### The metal 1 layer, run 1

Supply wires on this layer in grey.
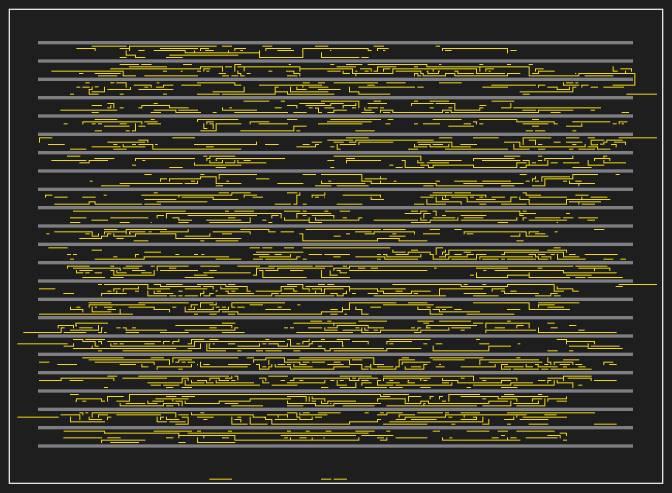
### Cells coloured by class, run 1

Bar = 20 um. Fill, decap, tap and diode cells in grey.
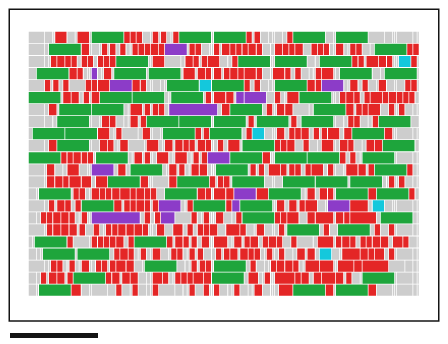
### Wiring by layer, run 1

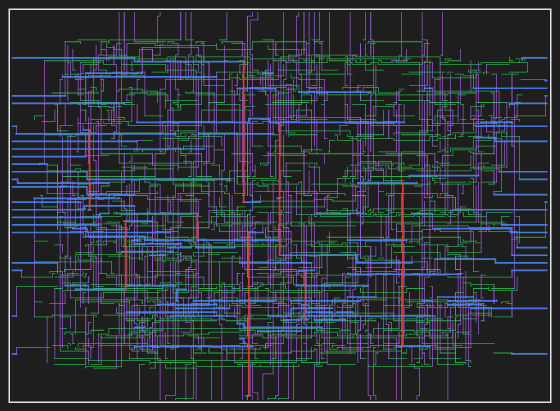
File: src/rtl/fetch_unit.sv
// Instruction fetch stage: PC, imem request, IF/ID output register plus 1-entry skid buffer.
// Latency: 1 cycle from an accepted imem transfer to instr_valid (EMPTY -> FULL).
// Backpressure: stall holds the output; one extra word lands in the skid, then imem_re drops.
// Optional macro FETCH_PERF_EN adds saturating fetch_cnt / bubble_cnt outputs.
module fetch_unit #(
    parameter logic [15:0] RESET_PC = 16'h0000
) (
    input  logic        clk,
    input  logic        rst,
    input  logic        stall,
    input  logic        redirect,
    input  logic [15:0] redirect_pc,
    output logic        imem_re,
    output logic [15:0] imem_addr,
    input  logic        imem_rdy,
    input  logic [15:0] imem_data,
    output logic [15:0] instr,
    output logic [15:0] i_addr,
    output logic        instr_valid
`ifdef FETCH_PERF_EN
    ,
    output logic [15:0] fetch_cnt,
    output logic [15:0] bubble_cnt
`endif
);

    typedef enum logic [1:0] {
        EMPTY = 2'd0,
        FULL  = 2'd1,
        SKID  = 2'd2
    } state_t;

    state_t      state;
    state_t      state_nxt;
    logic [15:0] pc;
    logic [15:0] out_dat;
    logic [15:0] out_addr;
    logic [15:0] skid_dat;
    logic [15:0] skid_addr;
    logic        xfer;
    logic        load_out_mem;
    logic        load_out_skid;
    logic        load_skid;

    // Request whenever there is room for one more word; never while in reset.
    assign imem_re     = !rst && (state != SKID);
    assign xfer        = imem_re && imem_rdy;
    assign imem_addr   = pc;
    assign instr_valid = (state != EMPTY);
    // Present a no-op encoding whenever nothing real is held.
    assign instr       = instr_valid ? out_dat : 16'h0000;
    assign i_addr      = out_addr;

    // Occupancy next-state and register load selects; redirect flushes everything.
    always_comb begin
        state_nxt     = state;
        load_out_mem  = 1'b0;
        load_out_skid = 1'b0;
        load_skid     = 1'b0;
        if (redirect) begin
            state_nxt = EMPTY;
        end else begin
            case (state)
                EMPTY: begin
                    if (xfer) begin
                        load_out_mem = 1'b1;
                        state_nxt    = FULL;
                    end
                end
                FULL: begin
                    if (!stall) begin
                        if (xfer) begin
                            load_out_mem = 1'b1;
                        end else begin
                            state_nxt = EMPTY;
                        end
                    end else if (xfer) begin
                        load_skid = 1'b1;
                        state_nxt = SKID;
                    end
                end
                SKID: begin
                    if (!stall) begin
                        load_out_skid = 1'b1;
                        state_nxt     = FULL;
                    end
                end
                default: begin
                    state_nxt = EMPTY;
                end
            endcase
        end
    end

    // Occupancy state register.
    always_ff @(posedge clk) begin
        if (rst) begin
            state <= EMPTY;
        end else begin
            state <= state_nxt;
        end
    end

    // PC: reload on redirect, otherwise advance (wrapping) on each accepted transfer.
    always_ff @(posedge clk) begin
        if (rst) begin
            pc <= RESET_PC;
        end else if (redirect) begin
            pc <= redirect_pc;
        end else if (xfer) begin
            pc <= pc + 16'd1;
        end
    end

    // Output and skid data/address registers; the address travels with its word.
    always_ff @(posedge clk) begin
        if (rst) begin
            out_dat   <= 16'h0000;
            out_addr  <= RESET_PC;
            skid_dat  <= 16'h0000;
            skid_addr <= 16'h0000;
        end else begin
            if (load_out_mem) begin
                out_dat  <= imem_data;
                out_addr <= pc;
            end else if (load_out_skid) begin
                out_dat  <= skid_dat;
                out_addr <= skid_addr;
            end
            if (load_skid) begin
                skid_dat  <= imem_data;
                skid_addr <= pc;
            end
        end
    end

`ifdef FETCH_PERF_EN
    // Saturating counters: accepted (non-flushed) transfers and unstalled empty cycles.
    always_ff @(posedge clk) begin
        if (rst) begin
            fetch_cnt  <= 16'h0000;
            bubble_cnt <= 16'h0000;
        end else begin
            if (xfer && !redirect && (fetch_cnt != 16'hFFFF)) begin
                fetch_cnt <= fetch_cnt + 16'd1;
            end
            if (!instr_valid && !stall && (bubble_cnt != 16'hFFFF)) begin
                bubble_cnt <= bubble_cnt + 16'd1;
            end
        end
    end
`endif

endmodule

File: config.mk
export PLATFORM = sky130hd
export DESIGN_NAME = fetch_unit
export DESIGN_NICKNAME = d
export VERILOG_FILES = /design/src/rtl/fetch_unit.sv
export SDC_FILE = /design/constraint.sdc
export NUM_CORES = 1
export LEC_CHECK = 0
export ABC_AREA = 1
export CAP_MARGIN = 30
export CORE_ASPECT_RATIO = 0.7
export CORE_MARGIN = 4
export CORE_UTILIZATION = 68
export DETAILED_ROUTE_END_ITERATION = 7
export DONT_BUFFER_PORTS = 1
export HOLD_SLACK_MARGIN = 0.08
export PLACE_DENSITY = 0.84
export SLEW_MARGIN = 20
export SYNTH_ARGS = -nofsm -noshare
export SYNTH_HDL_FRONTEND = slang
export SYNTH_SLANG_ARGS = --single-unit
File: constraint.sdc
create_clock -name clk -period 3.25 [get_ports clk]
set_input_delay 0.4875 -clock clk [delete_from_list [all_inputs] [get_ports clk]]
set_output_delay 0.4875 -clock clk [all_outputs]
set_load 0.01 [all_outputs]
==> results_dict.tcl, run 1 <==
# metrics dict for downstream scripts
set metrics [dict create \
    status "finished, final reports clean" \
    antenna_found_initial 0 \
    gr-usage-all-layers_pct 28.2 \
    relSlewSlack_pct 41.9 \
    grt_max_degree 46 \
    grt_overflow 0 \
    rr_worst_depth 6 \
    core.rowCount 22 \
    adder_share_pct 0.334 \
    fin_ws_ns 1.27 \
    setup_viol 0 \
    dieHeight_um 70.1 \
    cp-start-kind "flip-flop" \
    max_clock_freq_ghz 0.505 \
    hold_buffers 0 \
    ys.flops 82 \
    use_met3_pct 11.3 \
    drt_iter0_drc 321 \
    grt_first_pass_wirelength_um 15800 \
    slowest_delay_ns 0.68 \
    critPathRequiredTime_ns 3.53 \
    lay_top_cells "118 x nand2_1, 86 x nor2_1, 82 x dfxtp_1" \
    ctsResizeCount 0 \
    grt_use_met1_pct 36.4 \
    cts.clk_slew.worst_paths_ns 0.09 \
]
About 'The metal 1 layer':
nets with wire on the layer: 524
wire length on this layer: 4040 um
longest straight run: 37.3 um
share of all routed wire: 42%
main direction: horizontal

About 'Cells coloured by class':
| colour | class | cells |
|---|---|---|
| red | combinational and other logic | 418 |
| green | sequential cells | 82 |
| cyan | remaining buffers and delay cells | 5 |
| purple | clock drivers and dummy loads | 15 |

About 'Wiring by layer':
| colour | layer | wire length |
|---|---|---|
| purple | metal 2 | 4360 um |
| blue | metal 3 | 1140 um |
| green | metal 1 | 4040 um |
| red | metal 4 | 148 um |

-- run 1: per-layer routing --
metal,routed length [um],vias to the layer above
met5,0,-
met4,147,0
met3,1140,18
met2,4360,185
met1,4040,1644
li1,-,1690
-- run 1: power by group --
| part | switching [mW] | leakage, nW | internal, mW |
|---|---|---|---|
| registers | 0.0431 | 0.665 | 1.03 |
| clock network | 0.356 | 0.107 | 0.429 |
| logic | 0.0659 | 0.709 | 0.0341 |
| total | 0.465 | 1.48 | 1.49 |
-- run 1: cells in the mapped netlist --
master | count | area share [%]
buf_2 | 12 | 1.6
nand3_2 | 2 | 0.53
nand2_2 | 1 | 0.17
inv_2 | 4 | 0.40
a31oi_1 | 3 | 0.50
clkbuf_1 | 10 | 1.0
buf_4 | 5 | 1.0
a21oi_1 | 56 | 7.5
inv_1 | 33 | 3.3
o21ai_1 | 19 | 2.5
clkbuf_2 | 2 | 0.27
clkinv_1 | 1 | 0.10
a21boi_0 | 1 | 0.20
nor3_4 | 2 | 0.87
nand3_1 | 15 | 2.0
nor2_2 | 1 | 0.17
nand4_1 | 5 | 0.83
nor2_4 | 2 | 0.60
nor3_1 | 1 | 0.13
xor2_1 | 6 | 1.4
nand2_1 | 118 | 12
o21ai_0 | 29 | 3.9
ha_1 | 1 | 0.33
a21boi_1 | 31 | 6.2
buf_1 | 1 | 0.10
and3_1 | 1 | 0.17
nor2_1 | 86 | 8.6
dfxtp_1 | 82 | 44
-- run 1: through the flow --
step	area (um2)	hold slack [ns]	instances	util (%)
floorplan	3750	0.444	530	-
global placement	3720	0.446	576	70.4
detailed placement	3730	0.450	577	70.6
CTS	3940	0.187	592	74.5
global route	3940	0.177	592	74.5
finish	3940	0.194	592	74.5
-- run 1: sequential cells by signal, summed over array words and instances, names as in the netlist --
name,cells
out_dat,16
skid_addr,16
state,2
i_addr,16
skid_dat,16
imem_addr,16
-- run 1: final cells by class --
| cell class | count | area share (%) |
|---|---|---|
| Multi-Input combinational cell | 380 | 46.2 |
| Sequential cell | 82 | 41.7 |
| Inverter | 38 | 3.62 |
| Clock buffer | 10 | 3.24 |
| Tap cell | 72 | 2.29 |
| Clock inverter | 5 | 2.00 |
| Timing Repair Buffer | 5 | 0.953 |
-- run 1: critical path: cells and delay by family (launching register included) --
family	cells	cell delay [ns]
compound gates	2	0.27
buf+inv	1	0.35
flops	1	0.40
simple gates	3	0.88
-- run 1: worst min-delay path by stage --
| stage | startpoint | to | slack [ns] | depth (start not counted) |
|---|---|---|---|---|
| finish | rst | out_dat[10] | 0.19 | 1 |
| floorplan | out_dat[0] | out_dat[0] | 0.44 | 2 |
| CTS | rst | out_dat[10] | 0.19 | 1 |
| global route | rst | i_addr[6] | 0.18 | 1 |
| detailed placement | out_dat[12] | out_dat[12] | 0.45 | 2 |
| global placement | out_dat[12] | out_dat[12] | 0.45 | 2 |
-- run 1: kinds of logic after synthesis --
kind of cell | Yosys count
xor gates and xnor gates | 6
AOI/OAI and AO/OA | 139
DFF | 82
and+or+nand+nor | 234
buffers and inverters | 68
adders and majority gates | 1
### Cell placement, run 1

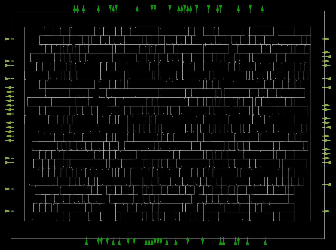

==> run 2: changes to the inputs <==
CORE_UTILIZATION = 57   (was 68)
PLACE_DENSITY = 0.75   (was 0.84)
clock period = 1.63 ns   (was 3.25 ns; I/O delays follow)
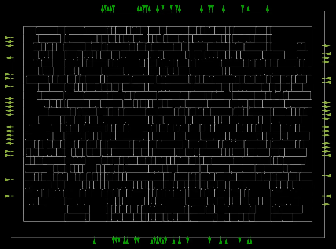
*Cell placement, run 2*
fill cell count: 504
Std-Cell Rows: 24
Core Box Area: 0.00631 mm2
n_taps: 78

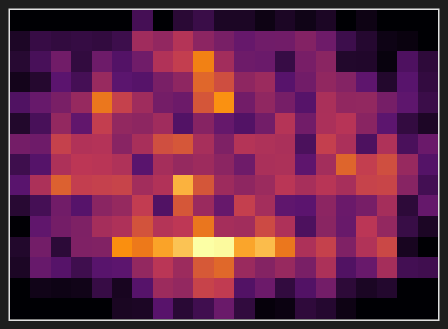
*Signal metal coverage by tile, run 2*
The die is cut into 21 by 15 equal tiles; black is low, pale yellow is high, scaled to the fullest tile. Values are wire area over tile area, all layers added.
nearly empty tiles: 8.6%
fullest tile: 0.71
mean over tiles: 0.22
emptiest ninth of the die: north-east
densest ninth of the die: south

==> run 2 against run 1 <==
  * Combinational power rose to 3.6 times the previous value
  * Sequential power up 97%
  * Worst setup slack worse by 1.3 ns
  * Critical path type unchanged
  * Highest routed layer unchanged
==> results_dict.tcl, run 2 <==
# metrics dict for downstream scripts
set metrics [dict create \
    status "finished, final reports clean" \
    top_cells_by_area "dfxtp_1 44%, nand2_1 12%, nor2_1 8.6%" \
    ys.flops 82 \
    synth-edff-count 0 \
    finClkSkew_ns 0.00875 \
    yosysUniqueCellTypes 28 \
    drv_cap 0 \
    final_layout_size_suffix_gt1_share_pct 12.6 \
    critPathRequiredTime_ns 1.90 \
    postPlaceCellArea_mm2 0.00391 \
    dieHeight_um 75.9 \
    grt_max_degree 44 \
    antenna_found_initial 0 \
    lay_top_cells "117 x nand2_1, 83 x nor2_1, 80 x dfxtp_1" \
    gr-usage-all-layers_pct 25.2 \
    yosys-top-cells-count "118 x nand2_1, 86 x nor2_1, 82 x dfxtp_1, 56 x a21oi_1, 33 x inv_1" \
    top_cell_area_share_pct 43.8 \
    cts.clk_slew.worst_paths_ns 0.09 \
    crit_top_cell "nor2_4" \
    min_from "imem_data[1]" \
    synthArstFlopShare_pct 0 \
    grt_overflow 0 \
    grt_first_pass_wirelength_um 15900 \
    setup_viol 0 \
    seq_area_mm2 0.00164 \
    flop_cell "dfxtp_1" \
    max_clock_freq_ghz 0.619 \
    path_delay_family "simple AND/OR/NAND/NOR gates" \
    drt_iter0_drc 358 \
    tightest_slew_ns 0.396 \
    ys_area_mm2 0.00375 \
    post-route-util_pct 71.7 \
    most_common_cell "nand2_1" \
    relSlewSlack_pct 73.6 \
    cp-start-kind "flip-flop" \
    yosysTopAreaCell "dfxtp_1" \
    slowest_delay_ns 0.36 \
]
==> run 2: cell counts after synthesis <==
No cell type changed its count.
==> run 2: final timing paths <==
| check | to | cells past startpoint | slack, ns |
|---|---|---|---|
| setup / recovery | skid_addr[9] | 9 | 0.02 |
| hold / removal | out_dat[1] | 2 | 0.09 |
| setup reg to reg | skid_addr[9] | 9 | 0.02 |
| hold reg to reg | out_dat[3] | 2 | 0.47 |
==> run 2: where the power goes <==
part / switching, mW / leakage (nW) / total, mW / internal, mW
Combinational: 0.211 / 0.976 / 0.362 / 0.152
Clock: 0.758 / 0.103 / 1.51 / 0.753
Sequential: 0.0565 / 0.666 / 2.11 / 2.05
==> run 2: metal layers <==
layer / global-route usage, % / routed length, um
met1: 32.5 / 4580
met2: 40.5 / 4760
met3: 8.30 / 1050
met4: 8.44 / 114
met5: 0 / 0
==> run 2: logic make-up (layout without fill, tap and decap cells) <==
group | after synthesis | in the layout | share of synthesized area [%]
simple gates | 234 | 234 | 25.9
compound gates | 139 | 139 | 20.8
flops | 82 | 82 | 43.8
buf+inv | 68 | 109 | 7.78
xor+xnor | 6 | 6 | 1.40
fa+ha+maj | 1 | 1 | 0.334
==> run 2: worst register-to-register path: cells and delay by family (launching register included) <==
family          cells  cell delay (ns)
compound gates      2             0.20
buf+inv             3             0.40
flops               1             0.36
simple gates        4             0.58
==> run 2: metrics by stage <==
stage | cells | setup WS, ns | hold WS, ns
after floorplan | 530 | 0.192 | 0.379
after global placement | 605 | 0.0998 | 0.318
after detailed placement | 605 | 0.0291 | 0.320
after CTS | 644 | 0.00941 | 0.0801
after global routing | 649 | -0.0875 | 0.0824
final | 649 | 0.0153 | 0.0920
==> run 2: layout make-up <==
type / count / area share [%]
flip-flops and latches: 82 / 36.3
well taps: 78 / 2.16
clock inverters: 6 / 1.44
clock buffers: 10 / 3.04
repair buffers: 55 / 12.7
inverters: 38 / 3.15
multi-input cells: 380 / 41.2
==> run 2: repair_timing <==
item | 4_1_cts | 5_1_grt
setup endpoints to repair | 0 | 72
hold endpoints to repair | 61 | 0
gates resized | 0 | 27
setup buffers | 0 | 3
hold buffers | 23 | 0
Power is estimated from default activity; no workload was simulated.
